### Gate-type map, run 1

The bar under the picture is 20 um long.
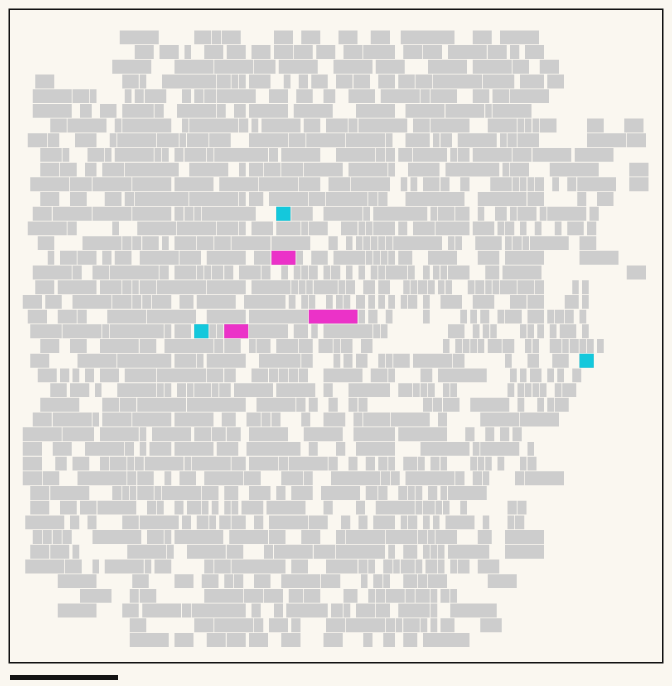
### Placement by cell class, run 1

The bar under the picture is 20 um long.
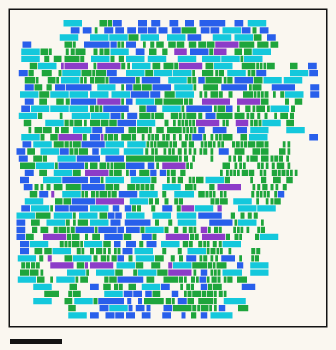
### Sizing map, run 1

The bar under the picture is 20 um long.
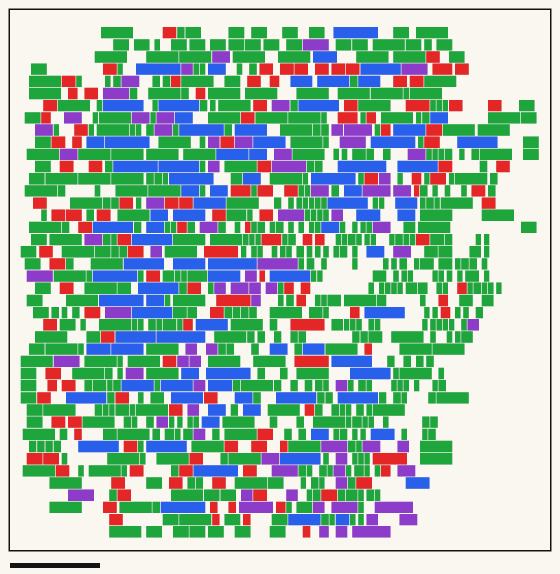
### Routing congestion map, run 1

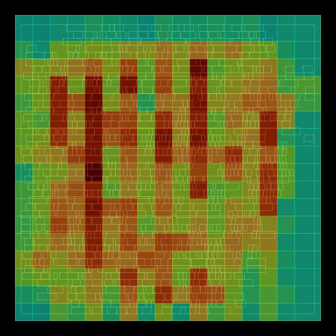
==> config.mk <==
export PLATFORM = sky130hd
export DESIGN_NAME = imem_boot_loader_flat
export DESIGN_NICKNAME = d
export VERILOG_FILES = /design/src/rtl/imem_boot_loader_pkg.sv /design/src/rtl/imem_boot_loader_if.sv /design/src/rtl/imem_boot_loader_assembler.sv /design/src/rtl/imem_boot_loader.sv /design/src/flat_wrapper.sv
export SDC_FILE = /design/constraint.sdc
export NUM_CORES = 1
export LEC_CHECK = 0
export ABC_AREA = 1
export CORE_MARGIN = 2
export CORE_UTILIZATION = 40
export DETAILED_ROUTE_END_ITERATION = 6
export HOLD_SLACK_MARGIN = 0.12
export SETUP_SLACK_MARGIN = 0.4
export SYNTH_ARGS = -nofsm -noshare
export SYNTH_HDL_FRONTEND = slang
export SYNTH_SLANG_ARGS = --single-unit
==> constraint.sdc <==
create_clock -name clk -period 2 [get_ports clk]
set_input_delay 0.2 -clock clk [delete_from_list [all_inputs] [get_ports clk]]
set_output_delay 0.2 -clock clk [all_outputs]
set_load 0.01 [all_outputs]
==> flow_summary.toml, run 1 <==
# yosys + openroad results
[sta]
rsz0062_at_grt = "true"
drv_slew = 0
holdWs_ps = 403
period_minus_slack_ps = 1890
max_freq_ghz = 0.528
fin_worst_skew_ps = 7.98
setup_viol = 0
worst_pin_slew_ps = 1410
tns_ps = 0
relSlewSlack = 0.0584
period_used_share = 0.947

[yosys]
area_leaders = "dfxtp_1, o21ai_0, nand2_1, a21oi_1, nor2_1"
numSynthFlops = 126
ys_top_cells_by_count = "dfxtp_1, nand2_1, o21ai_0"
fp_nets = 750
synth_top_cell_by_count = "dfxtp_1"
yosysChipArea_mm2 = 0.00544
ys_seq_frac = 0.463
netlist_instances = 736
top_area_frac = 0.463
ys_warn_count = 0
yosys.area_share.adder = 0.00689
synthAoiAreaFrac = 0.181
synthSimpleGateAreaFrac = 0.241
yosys_cells = 736
ff_type = "dfxtp_1"
edf_count = 0
async_reset_ff_frac = 0

[flow_run]
drv_cap = 0

[power]
comb_power_w = 0.000525
p_seq_frac = 0.420
power_leakage_nw = 3.56
cellPowerDensity_mw_per_mm2 = 690
p_switching_w = 0.00142
p_sw_frac = 0.232
pg_clk_w = 0.00302
finalPower_w = 0.00611
pwr-share-comb = 0.086
seq-power_w = 0.00257
p_int_w = 0.00469

[critical_path]
cp-end-kind = "flip-flop"
cp.depth = 10
slowest_stage = "dfxtp_4"
required_ps = 2340
rrSetupSlack_ps = 110
path_buffers = 5
cp-start-kind = "flip-flop"
cp_top_family = "buffers and inverters"
critical_path_arrival_ps = 2230
critPathMaxStageDelay_ps = 380
crit_type = "reg2reg"
r2r_cells = 10

[route]
dr_total_vias = 5526
wl_met3_um = 649
viasPerCell = 5.20
routed_wirelength_um = 17500
dr_wl_met2_um = 9020
top_layer_used = "met4"
drt_iter0_markers = 358
drcViolationCount = 0

[placed_design]
pre_cts_slack_ps = 39.4
gp_congestion = 0.891
dpl-instance-area_mm2 = 0.00635
place_hpwl_um = 9490
dp.cells = 966

[cells_and_area]
buf_share = 0.222
drive_gt1_frac = 0.335
areaGrowthSynthToFinish_pct = 62.7
seq_area_mm2 = 0.00254
diodes = 0
clock_area_frac = 0.0653
final.fill_count = 1030
comb_cells = 505
clockBufferCount = 25
ff_count = 126
largest_reg_flops = 32
finalNetCount = 888
largestClassByArea = "multi-input combinational cells"

[grt]
grt_max_degree = 103
grt_pass1_wl_um = 25400
grt_antenna_before_repair = 0
grt_pass1_vias = 5107

[die]
die_h_um = 121
io_pins = 64
die_x_um = 121
n_tap_cell = 176

[clock_tree]
cts_root_buf = "clkbuf_16"
cts.repair.resized = 168
post_cts_buffers = 23
cts_sinks = 126
path_clk_slew_ps = 60
cts_hold_buf = 1
htreeDepth = 4
cts_tree = "built"
ctsLongestPathBuffers = 2

[run_status]
status = "complete, no violations"

[hold_path]
min_path_type = "in2reg"
worstHoldPathCells = 6
Back to the opening pictures, 'Gate-type map':
[cyan] non-inverting ao/oa cells | cells: 3
[magenta] fa/ha/maj cells | cells: 3
Post-Layout Cell Count: 1062
logic share of the area: 0.366
most frequent logic cell in the layout: dfxtp_1

Back to the opening pictures, 'Placement by cell class':
[blue] remaining buffers and delay cells | cells: 153 | share of their area: 23%
[cyan] sequential cells | cells: 126 | share of their area: 29%
[purple] clock drivers and dummy loads | cells: 31 | share of their area: 6.7%
[green] remaining logic cells | cells: 576 | share of their area: 41%
utilization after layout: 0.669
flop share of the area: 0.286
final instance area: 0.00886 mm^2
Core Box Area: 0.0132 mm^2

Back to the opening pictures, 'Sizing map':
[green] x1 and smaller | cells: 589 | share: 66%
[purple] x3 and x4 | cells: 76 | share: 8.6%
[red] x2 | cells: 133 | share: 15%
[blue] x6 and larger | cells: 88 | share: 9.9%
Signal buffers: 153
final worst slack: 107 ps

Back to the opening pictures, 'Routing congestion map':
M1 GR Usage: 0.278
met2 Use GR: 0.377
GRT Resource Usage Total: 0.220
grt peak-use layer: met2
WL per Instance: 16.5 um

### Sequential cells coloured by netlist name, run 1

The bar under the picture is 20 um long. Other sequential cells in the stronger grey, the rest of the logic in the fainter grey.
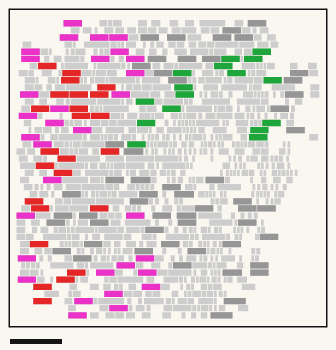

==> inputs of run 2 (changes only) <==
--- a/config.mk
+++ b/config.mk
@@ -6,10 +6,10 @@
 export NUM_CORES = 1
 export LEC_CHECK = 0
 export ABC_AREA = 1
-export CORE_MARGIN = 2
-export CORE_UTILIZATION = 40
+export CORE_UTILIZATION = 55
 export DETAILED_ROUTE_END_ITERATION = 6
 export HOLD_SLACK_MARGIN = 0.12
+export PLACE_DENSITY = 0.79
 export SETUP_SLACK_MARGIN = 0.4
 export SYNTH_ARGS = -nofsm -noshare
 export SYNTH_HDL_FRONTEND = slang
### Sequential cells coloured by netlist name, run 2

The bar under the picture is 20 um long. Other sequential cells in the stronger grey, the rest of the logic in the fainter grey.
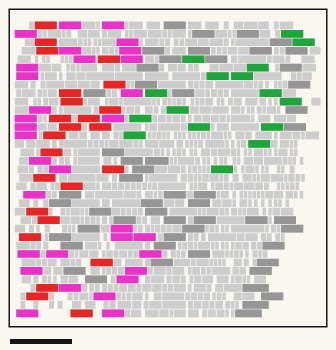
[magenta] u_core.u_asm.word | sequential cells: 32
[green] u_core.cnt | sequential cells: 16
[red] u_core.u_asm.sh | sequential cells: 24
not coloured: 54
utilization after layout: 0.848
Seq group: 0.00258 W
flop share of the area: 0.318
Register Area: 0.00254 mm^2

### Placement by cell class, run 2

The bar under the picture is 20 um long.
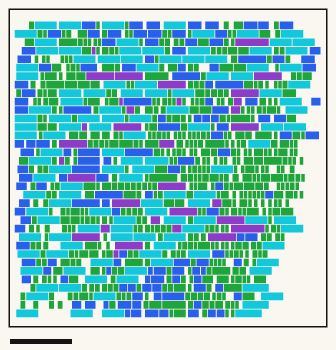
[cyan] sequential cells | cells: 126 | share of their area: 32%
[purple] clock drivers and dummy loads | cells: 32 | share of their area: 7.2%
[green] remaining logic cells | cells: 576 | share of their area: 41%
[blue] remaining buffers and delay cells | cells: 135 | share of their area: 20%
Core Box Area: 0.00942 mm^2
Placement Rows: 35
final instance area: 0.00798 mm^2

### Routing congestion map, run 2

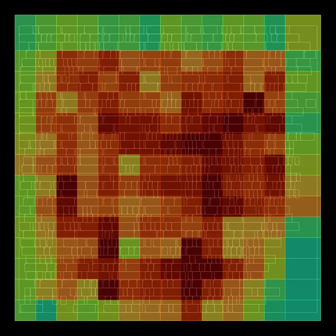
GRT Resource Usage Total: 0.294
M1 GR Usage: 0.357
met3 Use GR: 0.0621
met2 Use GR: 0.504
WL per Instance: 20.9 um

==> flow_summary.toml, run 2 <==
# yosys + openroad results
[run_status]
status = "finished with violations"
violations = "negative setup slack"

[route]
drt.antenna.violating_nets = 0
drcViolationCount = 0
wl_met3_um = 2090
dr_total_vias = 6240
routed_wirelength_um = 20800
top_layer_used = "met4"
wl_met1_um = 7380
drtPass1Iterations = 6
drt_iter0_markers = 766
viasPerCell = 6.25
dr_wl_met2_um = 10000

[critical_path]
cp-start-kind = "flip-flop"
cpMostUsedCell = "nand2_1"
rrSetupSlack_ps = -170
cp.depth = 15
critPathMaxStageDelay_ps = 490
cp-end-kind = "flip-flop"
critical_path_arrival_ps = 2580
crit_type = "reg2reg"
cp_top_family = "simple AND/OR/NAND/NOR gates"
worstPathCellList = "inv_1 > nand2_1 > nand2_1 > inv_1 > nand2_1 > nand2_1 > inv_1 > nor2_1 > nand2_1 > nor2_1 > nand4_1 > nand2_2 > nand3_1 > nand2_1 > nor2_1"
path_buffers = 3
required_ps = 2420
slowest_stage = "dfxtp_1"
r2r_cells = 15
crit_path_max_fanout = 5

[cells_and_area]
comb_area_mm2 = 0.00291
final_cell_count_no_fill = 998
areaGrowthSynthToFinish_pct = 46.6
largest_reg_flops = 32
final.fill_count = 423
comb-cell-share = 0.364
buf_share = 0.192
num-nonclk-inverters = 71
mostFrequentLayoutCells = "dfxtp_1, nand2_1, nor2_1"
drive_gt1_frac = 0.244
clock_area_frac = 0.0702
final_common_cell = "dfxtp_1"
ff_count = 126
finalNetCount = 870
largestClassByArea = "multi-input combinational cells"
clockBufferCount = 19
comb_cells = 505
n_all_buffers = 135
diodes = 0

[sta]
max_freq_ghz = 0.462
drv_slew = 0
period_used_share = 1.08
worst_pin_slew_ps = 1120
tns_ps = -329
rsz0062_at_grt = "true"
period_minus_slack_ps = 2170
setup_viol = 4
fin_worst_skew_ps = 9.38
holdWs_ps = 330
relSlewSlack = 0.253
layout_setup_ws_ps = -165
hold_viol = 0

[clock_tree]
clock_latency_ps = 530
cts_buffers = 17
post_cts_buffers = 11
cts_tree = "built"
cts_hold_buf = 1
cts.repair.resized = 59
path_clk_slew_ps = 70
cts_sinks = 126
ctsLongestPathBuffers = 2
htreeDepth = 4
cts_root_buf = "clkbuf_8"

[yosys]
numSynthFlops = 126
ys_types = 36
synthAoiAreaFrac = 0.181
yosysTopAreaCell = "dfxtp_1"
edf_count = 0
ff_type = "dfxtp_1"
area_leaders = "dfxtp_1, o21ai_0, nand2_1, a21oi_1, nor2_1"
netlist_instances = 736
yosys.area_share.adder = 0.00689
ys_warn_count = 0
synth.mux.area_fraction = 0
topCombFamilyByArea = "simple AND/OR/NAND/NOR gates"
ys_top_cells_by_count = "dfxtp_1, nand2_1, o21ai_0"
synth_area_per_cell_um2 = 7.40
yosys_cells = 736
synth_top_cell_by_count = "dfxtp_1"
yosys.area_share.xor_xnor = 0.0322
synthSimpleGateAreaFrac = 0.241
fp_nets = 750
async_reset_ff_frac = 0
ys_seq_frac = 0.463
top_area_frac = 0.463
yosysChipArea_mm2 = 0.00544

[placed_design]
dpl-instance-area_mm2 = 0.00625
numPortBuffers = 63
pre_cts_slack_ps = 57.4
dp.cells = 914
gp_congestion = 0.897
place_hpwl_um = 9240

[power]
pg_clk_w = 0.00298
clkPwrFrac = 0.489
p_seq_frac = 0.422
cellPowerDensity_mw_per_mm2 = 765
finalPower_w = 0.00611
pwr-share-comb = 0.089
power_leakage_nw = 4.03
ir_drop_uv = 540
p_int_w = 0.00450
p_switching_w = 0.00161
comb_power_w = 0.000543
power_leader = "the clock network"
p_sw_frac = 0.263

[grt]
grt.overflow.total = 0
grt_antenna_before_repair = 0
busiest_layer = "met2"
grt_pass1_vias = 5063
grt_max_degree = 103
grt_pass1_wl_um = 23700

[die]
n_tap_cell = 129
io_pins = 64
fp-utilization = 0.578
die_area_mm2 = 0.0103
die_h_um = 101
die_x_um = 101

[flow_run]
tool_warnings = 31
drv_cap = 0

[hold_path]
min_path_type = "in2reg"
worstHoldPathCells = 5
Power figures rest on the tool's default switching activity, not on a simulated workload.
